### Wires at chosen ports, followed through buffers, run 1

(6 px per um)
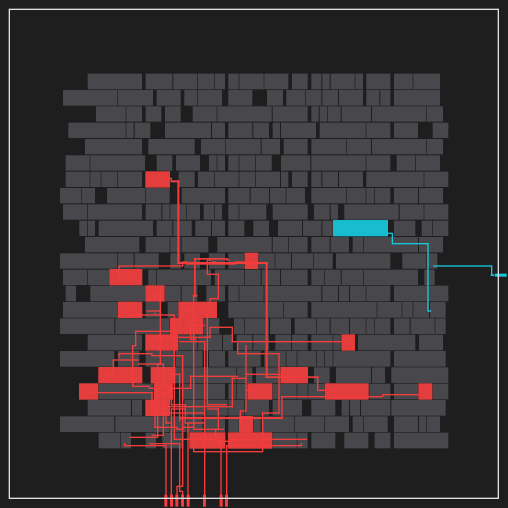
### Signal wires by layer, run 1

(4 px per um)
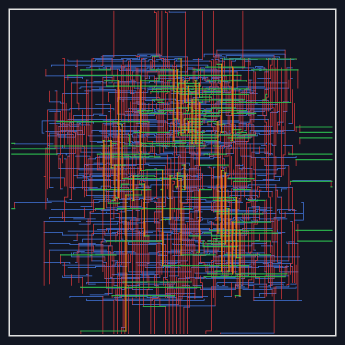
### Logic cells by family, run 1

(4 px per um)
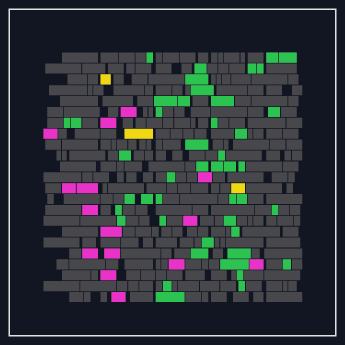
File: config.mk
export PLATFORM = sky130hd
export DESIGN_NAME = t0_bus_decoder
export DESIGN_NICKNAME = d
export VERILOG_FILES = /design/src/rtl/t0_pkg.sv /design/src/rtl/t0_sat_cnt.sv /design/src/rtl/t0_bus_decoder.sv
export SDC_FILE = /design/constraint.sdc
export NUM_CORES = 1
export LEC_CHECK = 0
export CORE_MARGIN = 8
export CORE_UTILIZATION = 46
export DETAILED_ROUTE_END_ITERATION = 10
export GPL_ROUTABILITY_DRIVEN = 0
export PLACE_DENSITY = 0.86
export SETUP_SLACK_MARGIN = 0.4
export SYNTH_ARGS = -nofsm -noshare
export SYNTH_HDL_FRONTEND = slang
export SYNTH_SLANG_ARGS = --single-unit
File: constraint.sdc
create_clock -name ck -period 1.7 [get_ports ck]
set_input_delay 0.51 -clock ck [delete_from_list [all_inputs] [get_ports ck]]
set_output_delay 0.51 -clock ck [all_outputs]
set_load 0.01 [all_outputs]
File: src/rtl/t0_pkg.sv
// Shared definitions for the T0 bus decoder.
//   - t0_state_e : decoder synchronisation state (UNSYNC / SYNC)
//   - DEF_W      : default bus/data width
//   - DEF_STRIDE : default address increment implied by an INC cycle
//   - CNT_W      : width of the saturating INC statistics counter
package t0_pkg;

    localparam int DEF_W      = 8;
    localparam int DEF_STRIDE = 1;
    localparam int CNT_W      = 16;

    typedef enum logic {
        UNSYNC = 1'b0,
        SYNC   = 1'b1
    } t0_state_e;

endpackage

File: src/rtl/t0_sat_cnt.sv
// Saturating event counter used for the INC statistics.
//   ck    : clock (rising edge)
//   rstn  : asynchronous active-low reset, clears count
//   inc   : count one event this cycle
//   clr   : clear the count; a same-cycle inc leaves the count at 1
//   count : current count, sticks at all-ones
module t0_sat_cnt
    import t0_pkg::*;
(
    input  logic             ck,
    input  logic             rstn,
    input  logic             inc,
    input  logic             clr,
    output logic [CNT_W-1:0] count
);

    localparam logic [CNT_W-1:0] CNT_MAX  = {CNT_W{1'b1}};
    localparam logic [CNT_W-1:0] CNT_ZERO = {CNT_W{1'b0}};
    localparam logic [CNT_W-1:0] CNT_ONE  = {{(CNT_W-1){1'b0}}, 1'b1};

    logic [CNT_W-1:0] count_r;

    // Counter register: clear has priority but a coincident event is still counted.
    always_ff @(posedge ck or negedge rstn) begin
        if (!rstn) begin
            count_r <= CNT_ZERO;
        end else if (clr) begin
            count_r <= inc ? CNT_ONE : CNT_ZERO;
        end else if (inc && (count_r != CNT_MAX)) begin
            count_r <= count_r + CNT_ONE;
        end else begin
            count_r <= count_r;
        end
    end

    assign count = count_r;

endmodule

File: src/rtl/t0_bus_decoder.sv
// T0 bus decoder. Reconstructs the value carried on a T0-encoded bus: on
// a normal cycle the bus lines carry the value itself, on an INC cycle the
// encoder freezes the lines and the value is the previous one + STRIDE.
//   ck, rstn   : clock and asynchronous active-low reset
//   bus_data   : T0-encoded bus lines (frozen during INC cycles)
//   bus_inc    : INC line, value = previous decoded value + STRIDE
//   bus_valid  : qualifies bus_data/bus_inc
//   resync     : drop the reference value and return to UNSYNC
//   clr_stats  : clear sticky flags and the INC counter
//   dout       : decoded value (registered)
//   dout_valid : dout updated this cycle (registered)
//   sync_err   : sticky, INC seen without a reference value
//   frz_err    : sticky, bus lines moved during an INC cycle
//   inc_cnt    : saturating count of accepted INC cycles
// All outputs come straight from flops; no input reaches an output
// combinationally.
module t0_bus_decoder
    import t0_pkg::*;
#(
    parameter int W      = DEF_W,
    parameter int STRIDE = DEF_STRIDE
) (
    input  logic             ck,
    input  logic             rstn,
    input  logic [W-1:0]     bus_data,
    input  logic             bus_inc,
    input  logic             bus_valid,
    input  logic             resync,
    input  logic             clr_stats,
    output logic [W-1:0]     dout,
    output logic             dout_valid,
    output logic             sync_err,
    output logic             frz_err,
    output logic [CNT_W-1:0] inc_cnt
);

    localparam logic [W-1:0] STEP = W'(STRIDE);

    t0_state_e    state_r;
    logic [W-1:0] dout_r;
    logic [W-1:0] last_raw_r;
    logic         dout_valid_r;
    logic         sync_err_r;
    logic         frz_err_r;

    logic         xfer_s;
    logic         sync_set_s;
    logic         frz_set_s;
    logic         inc_acc_s;

    // Event decode; resync cancels any transfer so it also masks its events.
    always_comb begin
        xfer_s     = bus_valid && !resync;
        sync_set_s = 1'b0;
        frz_set_s  = 1'b0;
        inc_acc_s  = 1'b0;
        if (xfer_s && bus_inc) begin
            if (state_r == UNSYNC) begin
                sync_set_s = 1'b1;
            end else begin
                inc_acc_s = 1'b1;
                frz_set_s = (bus_data != last_raw_r);
            end
        end else begin
            sync_set_s = 1'b0;
        end
    end

    // Decoder FSM: state, decoded value, reference raw value and valid strobe.
    always_ff @(posedge ck or negedge rstn) begin
        if (!rstn) begin
            state_r      <= UNSYNC;
            dout_r       <= {W{1'b0}};
            last_raw_r   <= {W{1'b0}};
            dout_valid_r <= 1'b0;
        end else if (resync) begin
            state_r      <= UNSYNC;
            dout_valid_r <= 1'b0;
        end else if (!bus_valid) begin
            dout_valid_r <= 1'b0;
        end else begin
            case (state_r)
                UNSYNC: begin
                    if (!bus_inc) begin
                        dout_r       <= bus_data;
                        last_raw_r   <= bus_data;
                        dout_valid_r <= 1'b1;
                        state_r      <= SYNC;
                    end else begin
                        // No reference to increment from: drop the cycle.
                        dout_valid_r <= 1'b0;
                    end
                end
                SYNC: begin
                    if (!bus_inc) begin
                        dout_r       <= bus_data;
                        last_raw_r   <= bus_data;
                        dout_valid_r <= 1'b1;
                    end else begin
                        // Frozen lines are ignored; wrap is modulo 2^W.
                        dout_r       <= dout_r + STEP;
                        dout_valid_r <= 1'b1;
                    end
                end
                default: begin
                    state_r      <= UNSYNC;
                    dout_valid_r <= 1'b0;
                end
            endcase
        end
    end

    // Sticky error flags: a same-cycle set beats clr_stats.
    always_ff @(posedge ck or negedge rstn) begin
        if (!rstn) begin
            sync_err_r <= 1'b0;
            frz_err_r  <= 1'b0;
        end else begin
            sync_err_r <= sync_set_s || (sync_err_r && !clr_stats);
            frz_err_r  <= frz_set_s  || (frz_err_r  && !clr_stats);
        end
    end

    t0_sat_cnt u_inc_cnt (
        .ck    (ck),
        .rstn  (rstn),
        .inc   (inc_acc_s),
        .clr   (clr_stats),
        .count (inc_cnt)
    );

    assign dout       = dout_r;
    assign dout_valid = dout_valid_r;
    assign sync_err   = sync_err_r;
    assign frz_err    = frz_err_r;

endmodule

==> impl_metrics.csv, run 1 <==
group,metric,value,unit
outcome,status,"finished with violations",
outcome,failing_checks,"negative setup slack",
clock_tree,cts.reportedPaths.clkPinSlew,0.08,ns
global_route,wire_length_of_the_first_global_routing_pass,11610,um
clock_tree,clock_insertion_delay_worst_skew,0.32,ns
yosys,yosys_reported_design_area_after_synthesis,1959,um^2
final_timing,final_slew_viol_count,0,
final_layout,largest_reg_flops,16,
worst_setup_path,timing.rr.end,"u_inc_cnt.count[13]",
yosys,edf_count,0,
final_timing,finalSetupViolCount,14,
yosys,synth_adder_area_share,1.277,%
pwr,power_density_relative_to_cell_area,673.2,nW/um^2
yosys,yosys.area_share.simple,21.71,%
pwr,power_leakage,1.659,nW
worst_setup_path,r2r.worst_path.cells,6,
worst_hold_path,hold_path_startpoint,"resync",
yosys,yosys_cells,196,
yosys,synthDistinctLibCells,41,
final_layout,diodes,0,
routing,routedWlPerCell,25.61,um
worst_setup_path,crit_path_start,"u_inc_cnt.count[3]",
routing,ant_nets,0,
final_timing,fmax,531.4,MHz
yosys,synth-seq-cells,36,
worst_hold_path,hold_path_depth,3,
yosys,synthCells,196,
global_route,antenna_violations_before_repair,0,
final_layout,filler_cell_count,154,
clock_tree,h-tree-depth,2,
yosys,synth-compound-area-share,15.20,%
final_timing,setup_ws,-0.1818,ns
clock_tree,clockBufferDepth,2,
final_timing,worst_clock_skew,0.01226,ns
clock_tree,cts_resized,183,
clock_tree,tritoncts_clock_tree,"done",
clock_tree,cts_root_buffer,"sky130_fd_sc_hd__clkbuf_8",
global_route,track_usage,22.82,%
yosys,synth.cell_area,1959,um^2
final_timing,worst_slew_margin_rel,72.32,%
worst_setup_path,r2r_setup_slack,-0.18,ns
yosys,synth_nets,212,
final_layout,most_frequent_logic_cell_in_the_layout,"sky130_fd_sc_hd__buf_4",
worst_setup_path,setup.worst_path.end_class,"register",
yosys,postSynth.topFlopCell,"sky130_fd_sc_hd__dfrtp_1",
clock_tree,postCtsSetupBuffers,27,
routing,routed_via_density,6.756,
die,share_of_the_core_filled_by_cells_before_placement,48.29,%
global_route,grt_pass1_vias,2255,
die,die_w,81.27,um
routing,detail_route.iter0.violations,401,
die,rows,23,
pwr,vdd_ir_drop_max,0.0006396,V
run,max_cap_violations,0,
final_timing,worst_pin_slew,0.4098,ns
final_timing,finalHoldViolations,0,
final_layout,final_layout_size_suffix_gt1_share,63.16,%
clock_tree,clock-sinks,36,
routing,via_count,2520,
clock_tree,cts_hold_repair.buffers,0,
yosys,ys_sh_xor,3.576,%
worst_setup_path,critical_path_class,"reg -> reg",
worst_setup_path,crit_arrival,2.08,ns
final_layout,area.growth.synth_to_final,86.72,%
die,die_area,6604,um^2
yosys,syn_area_per_cell,9.997,um^2
final_layout,finalCoreUtilization,90.16,%
die,design.portCount,41,
place,post-dp-hpwl,4091,um
worst_hold_path,min_delay_worst_endpoint,"state_r",
yosys,synthArstFlopShare,100.0,%
routing,final_wl,9554,um
final_layout,mostFrequentLayoutCells,"sky130_fd_sc_hd__buf_4, sky130_fd_sc_hd__buf_6, sky130_fd_sc_hd__dfrtp_1",
run,log.warning_count,29,
worst_setup_path,setup.worst_path.end,"u_inc_cnt.count[13]",
routing,detail_route.drc_violations,0,
worst_setup_path,path_max_fanout,4,
place,port_buffers,40,
global_route,grt_overflow,0,
routing,detailedRoute.firstPassIterationCount,6,
final_timing,fin_hold_ws,0.5099,ns
global_route,largest_net_degree_at_the_start_of_global_routing,37,
final_timing,finalCritPeriodShare,110.7,%
yosys,yosys-dominant-comb-family,"simple AND/OR/NAND/NOR gates",
die,core_region_area,4058,um^2
yosys,synth_seq_share,45.98,%
final_timing,unrepaired_setup_endpoints_after_global_routing,"yes",
final_timing,finalCriticalPeriod,1.882,ns
final_layout,layout_net_count,338,
yosys,ys_warn_count,0,
die,die_h,81.27,um
clock_tree,cts_made_buffers,5,
yosys,ys_sh_mux,8.238,%
worst_setup_path,reg2reg_from,"u_inc_cnt.count[3]",
worst_setup_path,setup.worst_path.start_class,"register",
worst_setup_path,cp.required,1.90,ns
worst_hold_path,worstHoldPathType,"in -> reg",
Notes on 'Wires at chosen ports, followed through buffers' above:
Red marks bus_data, bits 8, direction input, edge bottom, end cells 24, buffers 16, wire 698 um. Cyan marks sync_err, bits 1, direction output, edge right, end cells 1, buffers 1, wire 31.7 um.

Notes on 'Signal wires by layer' above:
Green marks met3, wire length 1020 um. Red marks met2, wire length 4360 um. Blue marks met1, wire length 3660 um. Orange marks met4, wire length 508 um.

Notes on 'Logic cells by family' above:
Yellow marks AND-OR and OR-AND gates, cells 3. Green marks inverting AOI/OAI gates, cells 45. Magenta marks multiplexers, cells 15.

run 1: through the flow:
stage / setup slack, ns / total power, W / setup TNS, ns / cells / instance area [um^2]
floorplan: -0.05221 / 0.001193 / -0.08535 / 196 / 2022
global placement: -0.6453 / 0.001402 / -11.56 / 318 / 2745
detailed placement: -0.6797 / 0.001420 / -12.86 / 318 / 2745
CTS: -0.02018 / 0.002245 / -0.06778 / 354 / 3192
global route: -0.2261 / 0.002526 / -1.868 / 373 / 3659
finish: -0.1818 / 0.002463 / -1.274 / 373 / 3659
run 1: Yosys cell counts (3+ instances only):
cell type                  count  share of area, %
sky130_fd_sc_hd__dfrtp_1      36                46
sky130_fd_sc_hd__a21oi_1      20               5.1
sky130_fd_sc_hd__nand2_1      14               2.7
sky130_fd_sc_hd__mux2_2        9               5.2
sky130_fd_sc_hd__nand3_1       8               2.0
sky130_fd_sc_hd__nor2_1        8               1.5
sky130_fd_sc_hd__o22ai_1       8               2.6
sky130_fd_sc_hd__xor2_1        8               3.6
sky130_fd_sc_hd__mux2i_1       6               3.1
sky130_fd_sc_hd__nor3_1        6               1.5
sky130_fd_sc_hd__nor4_1        6               1.9
sky130_fd_sc_hd__o21ai_0       6               1.5
sky130_fd_sc_hd__inv_1         5              0.96
sky130_fd_sc_hd__nand4_1       5               1.6
sky130_fd_sc_hd__o41ai_1       5               2.2
sky130_fd_sc_hd__clkbuf_1      4              0.77
sky130_fd_sc_hd__o31ai_1       4               1.5
sky130_fd_sc_hd__or4_1         4               1.5
sky130_fd_sc_hd__nor2b_1       3              0.96
sky130_fd_sc_hd__or3_1         3              0.96
run 1: critical path, cell delays in order, from the launching register on:
cell	delay [ns]
sky130_fd_sc_hd__dfrtp_1	0.39
sky130_fd_sc_hd__buf_4	0.15
sky130_fd_sc_hd__nand4_1	0.22
sky130_fd_sc_hd__buf_4	0.23
sky130_fd_sc_hd__nor3_4	0.23
sky130_fd_sc_hd__and4bb_2	0.27
sky130_fd_sc_hd__mux2_2	0.29
run 1: cells by family after synthesis:
| family | Yosys count |
|---|---|
| adder cells (fa/ha/maj) | 2 |
| AND-OR/OR-AND | 48 |
| flip-flops | 36 |
| XOR/XNOR | 8 |
| AND/OR/NAND/NOR | 71 |
| multiplexers | 15 |
| buffers and inverters | 16 |
run 1: layer usage:
metal | vias up | part of all wire [%] | global-route usage [%]
li1 | 989 | - | -
met1 | 1225 | 38 | 28.05
met2 | 233 | 46 | 37.07
met3 | 73 | 11 | 3.642
met4 | 0 | 5.3 | 13.04
met5 | - | 0 | 0
run 1: cell type report:
cell class | instances | area (um^2) | share of cell area [%]
Clock buffer | 6 | 72.57 | 1.984
Clock inverter | 2 | 35.03 | 0.9576
Inverter | 6 | 23.77 | 0.6498
Multi-Input combinational cell | 144 | 1358 | 37.11
Sequential cell | 36 | 910.9 | 24.90
Tap cell | 50 | 62.56 | 1.710
Timing Repair Buffer | 129 | 1196 | 32.70
run 1: power breakdown:
part           leakage [nW]  switching, W  internal [W]
combinational          1.14      0.000322      0.000336
sequential            0.459     0.0000652      0.000933
clock                0.0552      0.000371      0.000436
### Sequential cells grouped by signal name, run 1

(3 px per um) Other sequential cells in the stronger grey, the rest of the logic in the fainter grey.
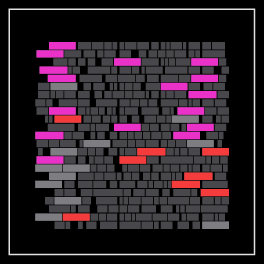

--- run 2 (diff from run 1) ---
--- a/config.mk
+++ b/config.mk
@@ -10,6 +10,7 @@
 export DETAILED_ROUTE_END_ITERATION = 10
 export GPL_ROUTABILITY_DRIVEN = 0
 export PLACE_DENSITY = 0.86
+export RECOVER_POWER = 50
 export SETUP_SLACK_MARGIN = 0.4
 export SYNTH_ARGS = -nofsm -noshare
 export SYNTH_HDL_FRONTEND = slang
### Sequential cells grouped by signal name, run 2

(3 px per um) Other sequential cells in the stronger grey, the rest of the logic in the fainter grey.
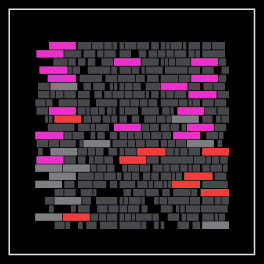
Red marks dout, sequential cells 8. Magenta marks u_inc_cnt.count, sequential cells 16.

### Wires at chosen ports, followed through buffers, run 2

(6 px per um)
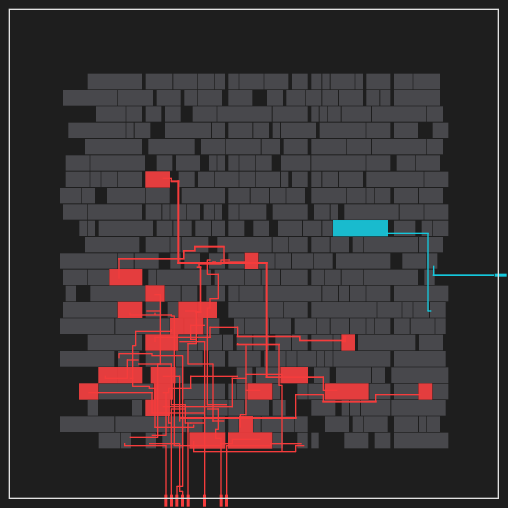
Cyan marks sync_err, bits 1, direction output, edge right, end cells 1, buffers 1, wire 31.7 um. Red marks bus_data, bits 8, direction input, edge bottom, end cells 24, buffers 16, wire 710 um.

==> run 2 against run 1 <==
  * The flow still finishes with violations (negative setup slack)
  * Clock skew down 0.0017 ns
  * Register-to-register slack about the same
  * Synthesized cell count unchanged
  * Flip-flop count unchanged
  * Routed wire length up 0.31%
  * Power down 0.93%
  * Global-route usage unchanged
  * Worst hold slack worse by 0.011 ns
  * Sequential share of layout area up 0.52 points
  * Die area unchanged
  * First-iteration DRC count down 13%
  * Critical path type unchanged
  * Critical endpoint unchanged
  * Largest power group unchanged
==> impl_metrics.csv, run 2 <==
group,metric,value,unit
routing,final_wl,9584,um
yosys,synth_nets,212,
die,die_w,81.27,um
yosys,netlist_top_cells_count,"sky130_fd_sc_hd__dfrtp_1, sky130_fd_sc_hd__a21oi_1, sky130_fd_sc_hd__nand2_1",
worst_setup_path,cp_cell_sequence,"buf_4 > nand4_1 > buf_4 > nor3_4 > and4bb_2 > mux2_2",
global_route,grt_overflow,0,
worst_setup_path,timing.critical_path.buf_inv,2,
worst_setup_path,crit_arrival,2.08,ns
global_route,track_usage,22.82,%
routing,detail_route.drc_violations,0,
routing,routedWlPerCell,25.69,um
yosys,synthDistinctLibCells,41,
worst_setup_path,timing.critical_path.slowest_cell_delay,0.39,ns
yosys,synth.top_cell.area_share,45.98,%
routing,ant_nets,0,
yosys,yosys_cells,196,
yosys,yosys.area_share.simple,21.71,%
worst_setup_path,path_max_fanout,4,
yosys,yosys_reported_design_area_after_synthesis,1959,um^2
final_timing,setup_ws,-0.1826,ns
die,rows,23,
final_timing,finalHoldViolations,0,
final_layout,area.growth.synth_to_final,82.89,%
final_timing,worst_slew_margin_rel,39.99,%
yosys,synthCells,196,
worst_setup_path,setup.worst_path.end_class,"register",
clock_tree,clock_insertion_delay_worst_skew,0.32,ns
place,dp_slack,-0.6797,ns
worst_setup_path,timing.critical_path.slowest_stage_cell,"sky130_fd_sc_hd__dfrtp_1",
pwr,power_leakage,1.619,nW
pwr,vdd_ir_drop_max,0.0006409,V
yosys,ys_warn_count,0,
final_layout,mostFrequentLayoutCells,"sky130_fd_sc_hd__buf_4, sky130_fd_sc_hd__buf_6, sky130_fd_sc_hd__dfrtp_1",
worst_setup_path,cpMostUsedCell,"sky130_fd_sc_hd__buf_4",
final_layout,postLayoutCellArea,3583,um^2
final_timing,timing.setup.tns,-1.448,ns
yosys,synth.cell_area,1959,um^2
run,log.warning_count,29,
final_timing,worst_clock_skew,0.01053,ns
clock_tree,h-tree-depth,2,
clock_tree,tritoncts_clock_tree,"done",
yosys,postSynth.topFlopCell,"sky130_fd_sc_hd__dfrtp_1",
yosys,synth_adder_area_share,1.277,%
place,post-dp-hpwl,4091,um
yosys,yosysTopAreaCell,"sky130_fd_sc_hd__dfrtp_1",
final_layout,largest_reg_flops,16,
global_route,largest_net_degree_at_the_start_of_global_routing,37,
global_route,wire_length_of_the_first_global_routing_pass,11610,um
yosys,synthArstFlopShare,100.0,%
final_timing,finalCritPeriodShare,110.7,%
die,die_h,81.27,um
final_layout,diodes,0,
yosys,synth-seq-cells,36,
clock_tree,cts_root_buffer,"sky130_fd_sc_hd__clkbuf_8",
final_timing,finalCriticalPeriod,1.883,ns
place,port_buffers,40,
final_timing,fmax,531.2,MHz
die,die_area,6604,um^2
die,design.portCount,41,
yosys,synth.area.top_cells,"sky130_fd_sc_hd__dfrtp_1, sky130_fd_sc_hd__mux2_2, sky130_fd_sc_hd__a21oi_1",
yosys,edf_count,0,
yosys,yosys.cell_count.top_type,"sky130_fd_sc_hd__dfrtp_1",
yosys,ys_sh_mux,8.238,%
final_layout,final_layout_size_suffix_gt1_share,61.61,%
worst_setup_path,cp.required,1.90,ns
yosys,synth_seq_share,45.98,%
worst_setup_path,timing.critical_path.max_delay_family,"simple AND/OR/NAND/NOR gates",
place,place_area,2745,um^2
routing,routed_via_density,6.700,
pwr,power_density_relative_to_cell_area,680.9,nW/um^2
clock_tree,clock-sinks,36,
final_layout,finalCoreUtilization,88.31,%
routing,via_count,2499,
routing,detailedRoute.firstPassIterationCount,5,
outcome,status,"finished with violations",
global_route,grt_pass1_vias,2255,
global_route,antenna_violations_before_repair,0,
final_layout,most_frequent_logic_cell_in_the_layout,"sky130_fd_sc_hd__buf_4",
worst_setup_path,setup.worst_path.start_class,"register",
yosys,ys_sh_xor,3.576,%
outcome,failing_checks,"negative setup slack",
worst_setup_path,critical_path_class,"reg -> reg",
final_timing,unrepaired_setup_endpoints_after_global_routing,"yes",
yosys,synth-compound-area-share,15.20,%
yosys,syn_area_per_cell,9.997,um^2
final_layout,layout_net_count,338,
run,max_cap_violations,0,
die,core_region_area,4058,um^2
final_timing,finalSetupViolCount,17,
clock_tree,clockBufferDepth,2,
final_timing,worst_pin_slew,0.9002,ns
die,share_of_the_core_filled_by_cells_before_placement,48.29,%
final_timing,final_slew_viol_count,0,
clock_tree,cts_made_buffers,5,
worst_hold_path,worstHoldPathType,"in -> reg",
routing,detail_route.iter0.violations,349,
clock_tree,cts.reportedPaths.clkPinSlew,0.08,ns
yosys,yosys-dominant-comb-family,"simple AND/OR/NAND/NOR gates",
[run 2: cell counts after synthesis]
Identical to the previous run, type by type.
[run 2: kinds of logic (layout without fill, tap and decap cells)]
group,Yosys count,after routing
buffers and inverters,16,143
XOR/XNOR,8,8
adder cells (fa/ha/maj),2,2
flip-flops,36,36
AND-OR/OR-AND,48,48
AND/OR/NAND/NOR,71,71
multiplexers,15,15
[run 2: cell type report]
class	count	area (um^2)
Timing Repair Buffer	129	1136
Clock inverter	2	35.03
Clock buffer	6	72.57
Inverter	6	23.77
Sequential cell	36	910.9
Fill cell	166	474.2
Multi-Input combinational cell	144	1343
Tap cell	50	62.56
[run 2: worst min-delay path: stages]
cell	delay, ns
sky130_fd_sc_hd__buf_8	0.08
sky130_fd_sc_hd__buf_6	0.09
sky130_fd_sc_hd__o21ai_0	0.09
[run 2: path summary, 6_finish.rpt]
path	start	to	slack [ns]	cells after the start
setup / recovery	u_inc_cnt.count[3]	u_inc_cnt.count[13]	-0.18	6
hold / removal	resync	state_r	0.50	3
setup reg to reg	u_inc_cnt.count[3]	u_inc_cnt.count[13]	-0.18	6
hold reg to reg	last_raw_r[6]	last_raw_r[6]	0.54	1
max in group asynchronous	rstn	u_inc_cnt.count[4]	0.22	2
min in group asynchronous	rstn	dout[7]	0.86	2
[run 2: metal layers]
layer  vias to the layer above  share of wire (%)  wire length, um  track usage, %
met2                       230                 46             4436           37.07
met3                        64                 11             1099           3.642
met1                      1210                 38             3637           28.05
met5                         -                  0                0               0
met4                         0                4.3              410           13.04
li1                        995                  -                -               -
[run 2: power breakdown]
group          switching (W)  internal (W)
sequential         0.0000656      0.000933
clock               0.000366      0.000436
combinational       0.000320      0.000319
[run 2: timing repair]
item	in CTS	in global routing
hold buffers	0	0
gates resized	183	84
setup endpoints to repair	62	53
gates cloned	1	0
setup buffers	27	19
hold endpoints to repair	0	0
pin swaps	23	19
[run 2: stage by stage]
stage / power [W] / instances / hold WS, ns
after global placement: 0.001402 / 318 / 0.4772
after floorplan: 0.001193 / 196 / 0.2144
after detailed placement: 0.001420 / 318 / 0.4740
after global routing: 0.002505 / 373 / 0.4963
final: 0.002440 / 373 / 0.4986
after CTS: 0.002245 / 354 / 0.5331
No activity file was given, so power comes from the tool's default toggle rates.
